### src/rtl/pd_stream_fifo_pkg.sv
// Shared types and width helpers for the posit-decoded (pd) stream.
package pd_stream_fifo_pkg;

    typedef enum logic {NORMAL, EXTENDED} pd_type;

    typedef enum logic {CUT_THROUGH, STORE_FORWARD} fifo_mode_t;

    typedef enum logic {IDLE, IN_FRAME} frm_state_t;

    // Signed scale covering regime and exponent; the extended flavour keeps one spare bit.
    function automatic int unsigned get_scale_width(int unsigned posit_width,
                                                    int unsigned posit_es,
                                                    pd_type      t);
        return 32'($clog2(posit_width)) + posit_es + ((t == EXTENDED) ? 32'd2 : 32'd1);
    endfunction

    // Fraction bits left after sign, shortest regime and exponent.
    function automatic int unsigned get_fraction_width(int unsigned posit_width,
                                                       int unsigned posit_es,
                                                       pd_type      t);
        return (t == EXTENDED) ? (posit_width - posit_es - 32'd1)
                               : (posit_width - posit_es - 32'd3);
    endfunction

    // Stored word: sow, eow, six flag bits, scale and fraction.
    function automatic int unsigned get_pd_word_width(int unsigned posit_width,
                                                      int unsigned posit_es,
                                                      pd_type      t);
        return get_scale_width(posit_width, posit_es, t)
             + get_fraction_width(posit_width, posit_es, t) + 32'd8;
    endfunction

endpackage

### src/rtl/pd_control_if.sv
// rts/rtr handshake carrying one pd beat with sow/eow framing.
interface pd_control_if
    import pd_stream_fifo_pkg::*;
#(
    parameter int unsigned POSIT_WIDTH = 32,
    parameter int unsigned POSIT_ES    = 2,
    parameter pd_type      PD_TYPE     = NORMAL
);
    localparam int unsigned SW = get_scale_width(POSIT_WIDTH, POSIT_ES, PD_TYPE);
    localparam int unsigned FW = get_fraction_width(POSIT_WIDTH, POSIT_ES, PD_TYPE);

    logic          rts;
    logic          rtr;
    logic          sow;
    logic          eow;
    logic          nar;
    logic          sign;
    logic          zero;
    logic          guard;
    logic          round;
    logic          sticky;
    logic [SW-1:0] scale;
    logic [FW-1:0] fraction;

    modport master (output rts, sow, eow, nar, sign, zero, guard, round, sticky, scale, fraction,
                    input  rtr);
    modport slave  (input  rts, sow, eow, nar, sign, zero, guard, round, sticky, scale, fraction,
                    output rtr);
endinterface

### src/rtl/pd_fifo_ram.sv
// DEPTH x WIDTH storage: synchronous write, asynchronous read, contents not reset.
module pd_fifo_ram #(
    parameter int unsigned DEPTH = 4,
    parameter int unsigned WIDTH = 8
) (
    input  logic                     clk,
    input  logic                     we,
    input  logic [$clog2(DEPTH)-1:0] waddr,
    input  logic [WIDTH-1:0]         wdata,
    input  logic [$clog2(DEPTH)-1:0] raddr,
    output logic [WIDTH-1:0]         rdata_c
);
    logic [WIDTH-1:0] mem [DEPTH];

    // Write port.
    always_ff @(posedge clk) begin
        if (we) mem[waddr] <= wdata;
    end

    assign rdata_c = mem[raddr];
endmodule

### src/rtl/pd_stream_fifo.sv
// Elastic buffer for the pd stream with optional store-and-forward and frame checking.
module pd_stream_fifo
    import pd_stream_fifo_pkg::*;
#(
    parameter int unsigned POSIT_WIDTH = 32,
    parameter int unsigned POSIT_ES    = 2,
    parameter pd_type      PD_TYPE     = NORMAL,
    parameter int unsigned DEPTH       = 4,
    parameter fifo_mode_t  MODE        = CUT_THROUGH
) (
    input  logic                   clk,
    input  logic                   rst,
    pd_control_if.slave            s_pd,
    pd_control_if.master           m_pd,
    output logic [$clog2(DEPTH):0] level,
    output logic [$clog2(DEPTH):0] frames,
    output logic                   frame_err
);
    localparam int unsigned AW = unsigned'($clog2(DEPTH));
    localparam int unsigned LW = AW + 1;
    localparam int unsigned W  = get_pd_word_width(POSIT_WIDTH, POSIT_ES, PD_TYPE);

    logic [AW-1:0] wr_ptr, rd_ptr;
    logic          rtr_q, rts_q, rts_d;
    logic [LW-1:0] level_d, frames_d;
    logic          push, pop;
    logic [W-1:0]  wdata, rdata_c;
    frm_state_t    state, state_nx;
    logic          err_c;

    assign push     = s_pd.rts && rtr_q;
    assign pop      = rts_q && m_pd.rtr;
    assign s_pd.rtr = rtr_q;
    assign m_pd.rts = rts_q;

    assign wdata = {s_pd.sow, s_pd.eow, s_pd.nar, s_pd.sign, s_pd.zero,
                    s_pd.guard, s_pd.round, s_pd.sticky, s_pd.scale, s_pd.fraction};
    assign {m_pd.sow, m_pd.eow, m_pd.nar, m_pd.sign, m_pd.zero,
            m_pd.guard, m_pd.round, m_pd.sticky, m_pd.scale, m_pd.fraction} = rdata_c;

    pd_fifo_ram #(.DEPTH(DEPTH), .WIDTH(W)) u_ram (
        .clk     (clk),
        .we      (push),
        .waddr   (wr_ptr),
        .wdata   (wdata),
        .raddr   (rd_ptr),
        .rdata_c (rdata_c)
    );

    // Next occupancy, stored-frame count and output-valid; store-forward releases on a full buffer to avoid deadlock.
    always_comb begin
        level_d  = level + LW'(push) - LW'(pop);
        frames_d = frames + LW'(push && s_pd.eow) - LW'(pop && rdata_c[W-2]);
        if (MODE == STORE_FORWARD) begin
            rts_d = (level_d != '0) && ((frames_d != '0) || (level_d == LW'(DEPTH)));
        end else begin
            rts_d = (level_d != '0);
        end
    end

    // Pointers, counters and registered handshake outputs.
    always_ff @(posedge clk) begin
        if (rst) begin
            wr_ptr <= '0;
            rd_ptr <= '0;
            level  <= '0;
            frames <= '0;
            rtr_q  <= 1'b0;
            rts_q  <= 1'b0;
        end else begin
            if (push) wr_ptr <= wr_ptr + AW'(1);
            if (pop)  rd_ptr <= rd_ptr + AW'(1);
            level  <= level_d;
            frames <= frames_d;
            rtr_q  <= (level_d < LW'(DEPTH));
            rts_q  <= rts_d;
        end
    end

    // Framing state register.
    always_ff @(posedge clk) begin
        if (rst) state <= IDLE;
        else     state <= state_nx;
    end

    // Framing next state on accepted input beats; a stray sow restarts the frame.
    always_comb begin
        state_nx = state;
        if (push) begin
            case (state)
                IDLE:     if (s_pd.sow && !s_pd.eow) state_nx = IN_FRAME;
                IN_FRAME: if (s_pd.eow)              state_nx = IDLE;
                default:                             state_nx = IDLE;
            endcase
        end
    end

    // Framing violation: missing sow while idle, or sow inside a frame.
    always_comb begin
        err_c = 1'b0;
        if (push) begin
            case (state)
                IDLE:     err_c = !s_pd.sow;
                IN_FRAME: err_c = s_pd.sow;
                default:  err_c = 1'b0;
            endcase
        end
    end

    // One-cycle error pulse after the offending beat.
    always_ff @(posedge clk) begin
        if (rst) frame_err <= 1'b0;
        else     frame_err <= err_c;
    end
endmodule
### src/flat_wrapper.sv
// flat-port wrapper written by rule: the top's interface ports become plain ports
module pd_stream_fifo_flat import pd_stream_fifo_pkg::*;
#(
    parameter int unsigned POSIT_WIDTH = 32,
    parameter int unsigned POSIT_ES    = 2,
    parameter pd_type      PD_TYPE     = NORMAL,
    parameter int unsigned DEPTH       = 4,
    parameter fifo_mode_t  MODE        = CUT_THROUGH
)
  (clk, rst, level, frames, frame_err, s_pd_rts, s_pd_sow, s_pd_eow, s_pd_nar, s_pd_sign, s_pd_zero, s_pd_guard, s_pd_round, s_pd_sticky, s_pd_scale, s_pd_fraction, s_pd_rtr, m_pd_rts, m_pd_sow, m_pd_eow, m_pd_nar, m_pd_sign, m_pd_zero, m_pd_guard, m_pd_round, m_pd_sticky, m_pd_scale, m_pd_fraction, m_pd_rtr);
  pd_control_if #(.POSIT_WIDTH(POSIT_WIDTH), .POSIT_ES(POSIT_ES), .PD_TYPE(PD_TYPE)) s_pd_i ();
  pd_control_if #(.POSIT_WIDTH(POSIT_WIDTH), .POSIT_ES(POSIT_ES), .PD_TYPE(PD_TYPE)) m_pd_i ();
  input  logic clk;
  input  logic rst;
  output logic [$clog2(DEPTH):0] level;
  output logic [$clog2(DEPTH):0] frames;
  output logic frame_err;
  input wire logic [$bits(s_pd_i.rts)-1:0] s_pd_rts;
  input wire logic [$bits(s_pd_i.sow)-1:0] s_pd_sow;
  input wire logic [$bits(s_pd_i.eow)-1:0] s_pd_eow;
  input wire logic [$bits(s_pd_i.nar)-1:0] s_pd_nar;
  input wire logic [$bits(s_pd_i.sign)-1:0] s_pd_sign;
  input wire logic [$bits(s_pd_i.zero)-1:0] s_pd_zero;
  input wire logic [$bits(s_pd_i.guard)-1:0] s_pd_guard;
  input wire logic [$bits(s_pd_i.round)-1:0] s_pd_round;
  input wire logic [$bits(s_pd_i.sticky)-1:0] s_pd_sticky;
  input wire logic [$bits(s_pd_i.scale)-1:0] s_pd_scale;
  input wire logic [$bits(s_pd_i.fraction)-1:0] s_pd_fraction;
  output wire logic [$bits(s_pd_i.rtr)-1:0] s_pd_rtr;
  output wire logic [$bits(m_pd_i.rts)-1:0] m_pd_rts;
  output wire logic [$bits(m_pd_i.sow)-1:0] m_pd_sow;
  output wire logic [$bits(m_pd_i.eow)-1:0] m_pd_eow;
  output wire logic [$bits(m_pd_i.nar)-1:0] m_pd_nar;
  output wire logic [$bits(m_pd_i.sign)-1:0] m_pd_sign;
  output wire logic [$bits(m_pd_i.zero)-1:0] m_pd_zero;
  output wire logic [$bits(m_pd_i.guard)-1:0] m_pd_guard;
  output wire logic [$bits(m_pd_i.round)-1:0] m_pd_round;
  output wire logic [$bits(m_pd_i.sticky)-1:0] m_pd_sticky;
  output wire logic [$bits(m_pd_i.scale)-1:0] m_pd_scale;
  output wire logic [$bits(m_pd_i.fraction)-1:0] m_pd_fraction;
  input wire logic [$bits(m_pd_i.rtr)-1:0] m_pd_rtr;
  assign s_pd_i.rts = s_pd_rts;
  assign s_pd_i.sow = s_pd_sow;
  assign s_pd_i.eow = s_pd_eow;
  assign s_pd_i.nar = s_pd_nar;
  assign s_pd_i.sign = s_pd_sign;
  assign s_pd_i.zero = s_pd_zero;
  assign s_pd_i.guard = s_pd_guard;
  assign s_pd_i.round = s_pd_round;
  assign s_pd_i.sticky = s_pd_sticky;
  assign s_pd_i.scale = s_pd_scale;
  assign s_pd_i.fraction = s_pd_fraction;
  assign s_pd_rtr = s_pd_i.rtr;
  assign m_pd_rts = m_pd_i.rts;
  assign m_pd_sow = m_pd_i.sow;
  assign m_pd_eow = m_pd_i.eow;
  assign m_pd_nar = m_pd_i.nar;
  assign m_pd_sign = m_pd_i.sign;
  assign m_pd_zero = m_pd_i.zero;
  assign m_pd_guard = m_pd_i.guard;
  assign m_pd_round = m_pd_i.round;
  assign m_pd_sticky = m_pd_i.sticky;
  assign m_pd_scale = m_pd_i.scale;
  assign m_pd_fraction = m_pd_i.fraction;
  assign m_pd_i.rtr = m_pd_rtr;
  pd_stream_fifo #(.POSIT_WIDTH(POSIT_WIDTH), .POSIT_ES(POSIT_ES), .PD_TYPE(PD_TYPE), .DEPTH(DEPTH), .MODE(MODE)) u_core (.clk(clk), .rst(rst), .s_pd(s_pd_i), .m_pd(m_pd_i), .level(level), .frames(frames), .frame_err(frame_err));
endmodule
### config.mk
export PLATFORM = sky130hd
export DESIGN_NAME = pd_stream_fifo_flat
export DESIGN_NICKNAME = d
export VERILOG_FILES = /design/src/rtl/pd_stream_fifo_pkg.sv /design/src/rtl/pd_control_if.sv /design/src/rtl/pd_fifo_ram.sv /design/src/rtl/pd_stream_fifo.sv /design/src/flat_wrapper.sv
export SDC_FILE = /design/constraint.sdc
export NUM_CORES = 1
export LEC_CHECK = 0
export ABC_AREA = 1
export CELL_PAD_IN_SITES_DETAIL_PLACEMENT = 0
export CELL_PAD_IN_SITES_GLOBAL_PLACEMENT = 1
export CORE_MARGIN = 2
export CORE_UTILIZATION = 41
export DETAILED_ROUTE_END_ITERATION = 6
export PLACE_DENSITY_LB_ADDON = 0.3
export SLEW_MARGIN = 0
export SYNTH_ARGS = -nofsm -noshare
export SYNTH_HDL_FRONTEND = slang
export SYNTH_SLANG_ARGS = --single-unit
### constraint.sdc
create_clock -name clk -period 2.8 [get_ports clk]
set_clock_uncertainty 0.1 [all_clocks]
set_input_delay 0.28 -clock clk [delete_from_list [all_inputs] [get_ports clk]]
set_output_delay 0.28 -clock clk [all_outputs]
set_load 0.02 [all_outputs]
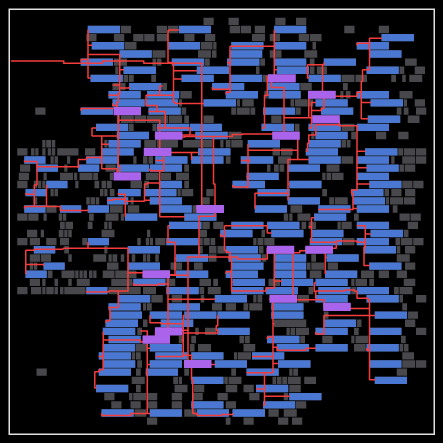
Fig. 1. Clock wires, drivers and flops.
Drawn at 3 px/micron.
[clock drivers] purple | count: 17
[clock wires] red | length: 1880 microns
[flip-flops] blue | count: 188
flops lie	spread over the die
routed clock nets	18

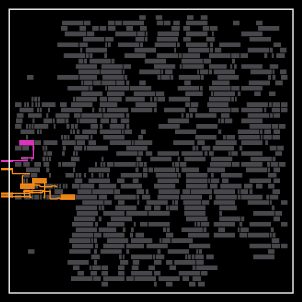
Fig. 2. Port wiring.
Drawn at 2 px/micron.
port	colour	bits	direction	end cells	buffers	wire
`frames`	orange	3	output	3	3	114 microns
`s_pd_rtr`	magenta	1	output	1	1	22.5 microns

==> flow_metrics.py <==
# Flow results
metrics = {
    "floorplan": {
        "num_io_pins": 99,
        "core_region_area_sq_um": 18600,
        "fp.dieW_microns": 141,
        "initial_core_util_pct": 41.5,
    },
    "clocking": {
        "clk_pin_slew_ns": 0.06,
        "clock_tree.root_cell": "clkbuf_16",
        "h-tree-depth": 4,
    },
    "final_timing": {
        "period_needed_ns": 2.64,
        "rsz0062_at_grt": "false",
        "slew_headroom_pct": 74.2,
    },
    "routing": {
        "wl_per_cell_microns": 17.4,
        "drtAntennaViolNets": 0,
        "post-route-drc-count": 0,
    },
    "job": {
        "maxCapViolCount": 0,
    },
    "final_layout": {
        "areaGrowthSynthToFinish_pct": 24.0,
        "num_antenna_cells": 0,
        "postLayoutCoreUtil_pct": 51.5,
        "layout_top_cell": "edfxtp_1",
    },
    "global_route": {
        "grt_pass1_wl_microns": 23500,
        "grt_max_degree": 52,
        "antenna_found_initial": 1,
    },
    "worst_setup_path": {
        "worst_ep_required_time_ns": 2.42,
        "endpoint_kind": "output pin",
        "crit_type": "reg -> out",
        "reg2reg_depth": 11,
        "cp_max_fo": 51,
        "r2r-end": "u_core.frames[2]$_SDFF_PP0_",
    },
    "synthesis": {
        "ys_area_sq_um": 7710,
        "syn_nets": 576,
        "synth_warnings": 0,
        "syn_area_per_cell_sq_um": 14.9,
        "synth_cell_type_count": 23,
        "ys_cells": 519,
    },
    "place": {
        "gp_congestion": 0.732,
    },
    "power": {
        "peakVddDrop_v": 0.000460,
    },
    "outcome": {
        "status": "completed",
    },
}
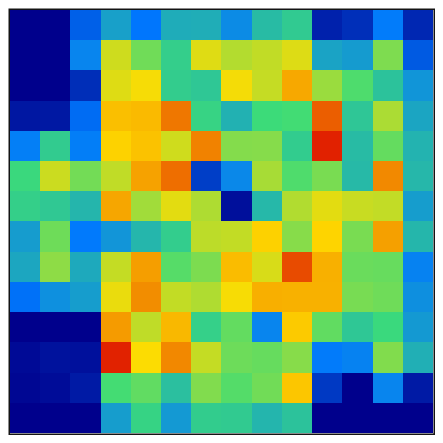
Fig. 3. Local utilization.
Drawn at 3 px/micron. The die is cut into 14 by 14 equal tiles; dark blue is low, red is high, 0 to 100% covered.
tiles over 75% full	15%
fullest tile	96%
nearly empty tiles	9.2%
mean over tiles	47%

## report_power, final
part / internal (mW) / switching (mW)
Sequential: 3.31 / 0.0878
Combinational: 0.906 / 1.28
Clock: 1.30 / 0.956
Total: 5.52 / 2.32
## metrics by stage
stage	worst slack [ns]	hold slack [ns]	instance area, sq um	setup TNS (ns)
after global routing	0.00717	0.380	9560	0
after detailed placement	0.461	0.342	8990	0
after CTS	0.0180	0.358	9550	0
final	0.155	0.359	9560	0
after global placement	0.519	0.347	8990	0
after floorplan	-0.269	0.279	7710	-46.22
## worst max-delay path, cell delays in order (launching register included)
cell and delay [ns]:
dfxtp_2 0.36, inv_6 0.15, buf_16 0.36, o21ai_0 0.17, o22ai_2 0.15, clkdlybuf4s50_1 0.63
## routing by layer
metal	track usage [%]	share of wire [%]	vias to the layer above
met3	4.65	5.0	16
met2	25.8	50	100
met5	0	0.079	-
met4	5.05	1.3	2
li1	-	-	2087
met1	19.7	44	2137
## worst max path at each step
stage                     cells past startpoint                       start                          endpoint  slack [ns]
after floorplan                               3  u_core.s_pd.rtr$_SDFF_PP0_  u_core.u_ram.mem[0][0]$_DFFE_PP_       -0.27
after global placement                       11                    m_pd_rtr        u_core.m_pd.rts$_SDFF_PP0_        0.52
final                                         5                        flop                 m_pd_fraction[20]        0.16
after detailed placement                     11                        flop       u_core.frames[2]$_SDFF_PP0_        0.46
after global routing                          5                        flop                 m_pd_fraction[12]       0.007
after CTS                                     5                        flop                         m_pd_sign        0.02
## sequential cells by signal, summed over array words and instances, names as in the netlist, named ones only
name              flops
u_core.u_ram.mem    172
u_core.frames         3
u_core.level          3
u_core.rd_ptr         2
u_core.wr_ptr         2
u_core.frame_err      1
u_core.m_pd.rts       1
u_core.s_pd.rtr       1
u_core.state          1
## area by class of cell
| class | instances | area, sq um |
|---|---|---|
| fill | 1531 | 9020 |
| clock inverter | 13 | 125 |
| tap | 234 | 293 |
| multi-input combinational | 273 | 1950 |
| sequential | 188 | 5490 |
| clock buffer | 19 | 433 |
| timing repair buffer | 112 | 1160 |
| inverter | 30 | 118 |
## kinds of logic (layout without fill, tap and decap cells)
family,Yosys count,in the layout,share of synthesized area [%]
fa+ha+maj,10,10,1.82
flops,188,188,71.1
compound gates,138,138,12.9
xor+xnor,1,1,0.114
buf+inv,58,174,4.01
simple gates,124,124,10.0
## synthesized netlist by cell type
cell / number
edfxtp_1: 172
o21ai_0: 82
nor2_1: 55
nor2_4: 40
o22ai_2: 40
nand2_1: 25
inv_1: 24
dfxtp_1: 16
clkbuf_1: 13
buf_2: 9
a21oi_1: 8
ha_1: 8
inv_2: 6
o21ai_1: 6
buf_12: 4
fa_1: 2
nand3_1: 2
o22ai_1: 2
buf_4: 1
buf_8: 1
nand3b_1: 1
nor3_1: 1
xor2_1: 1
Power and IR drop assume default switching activity.
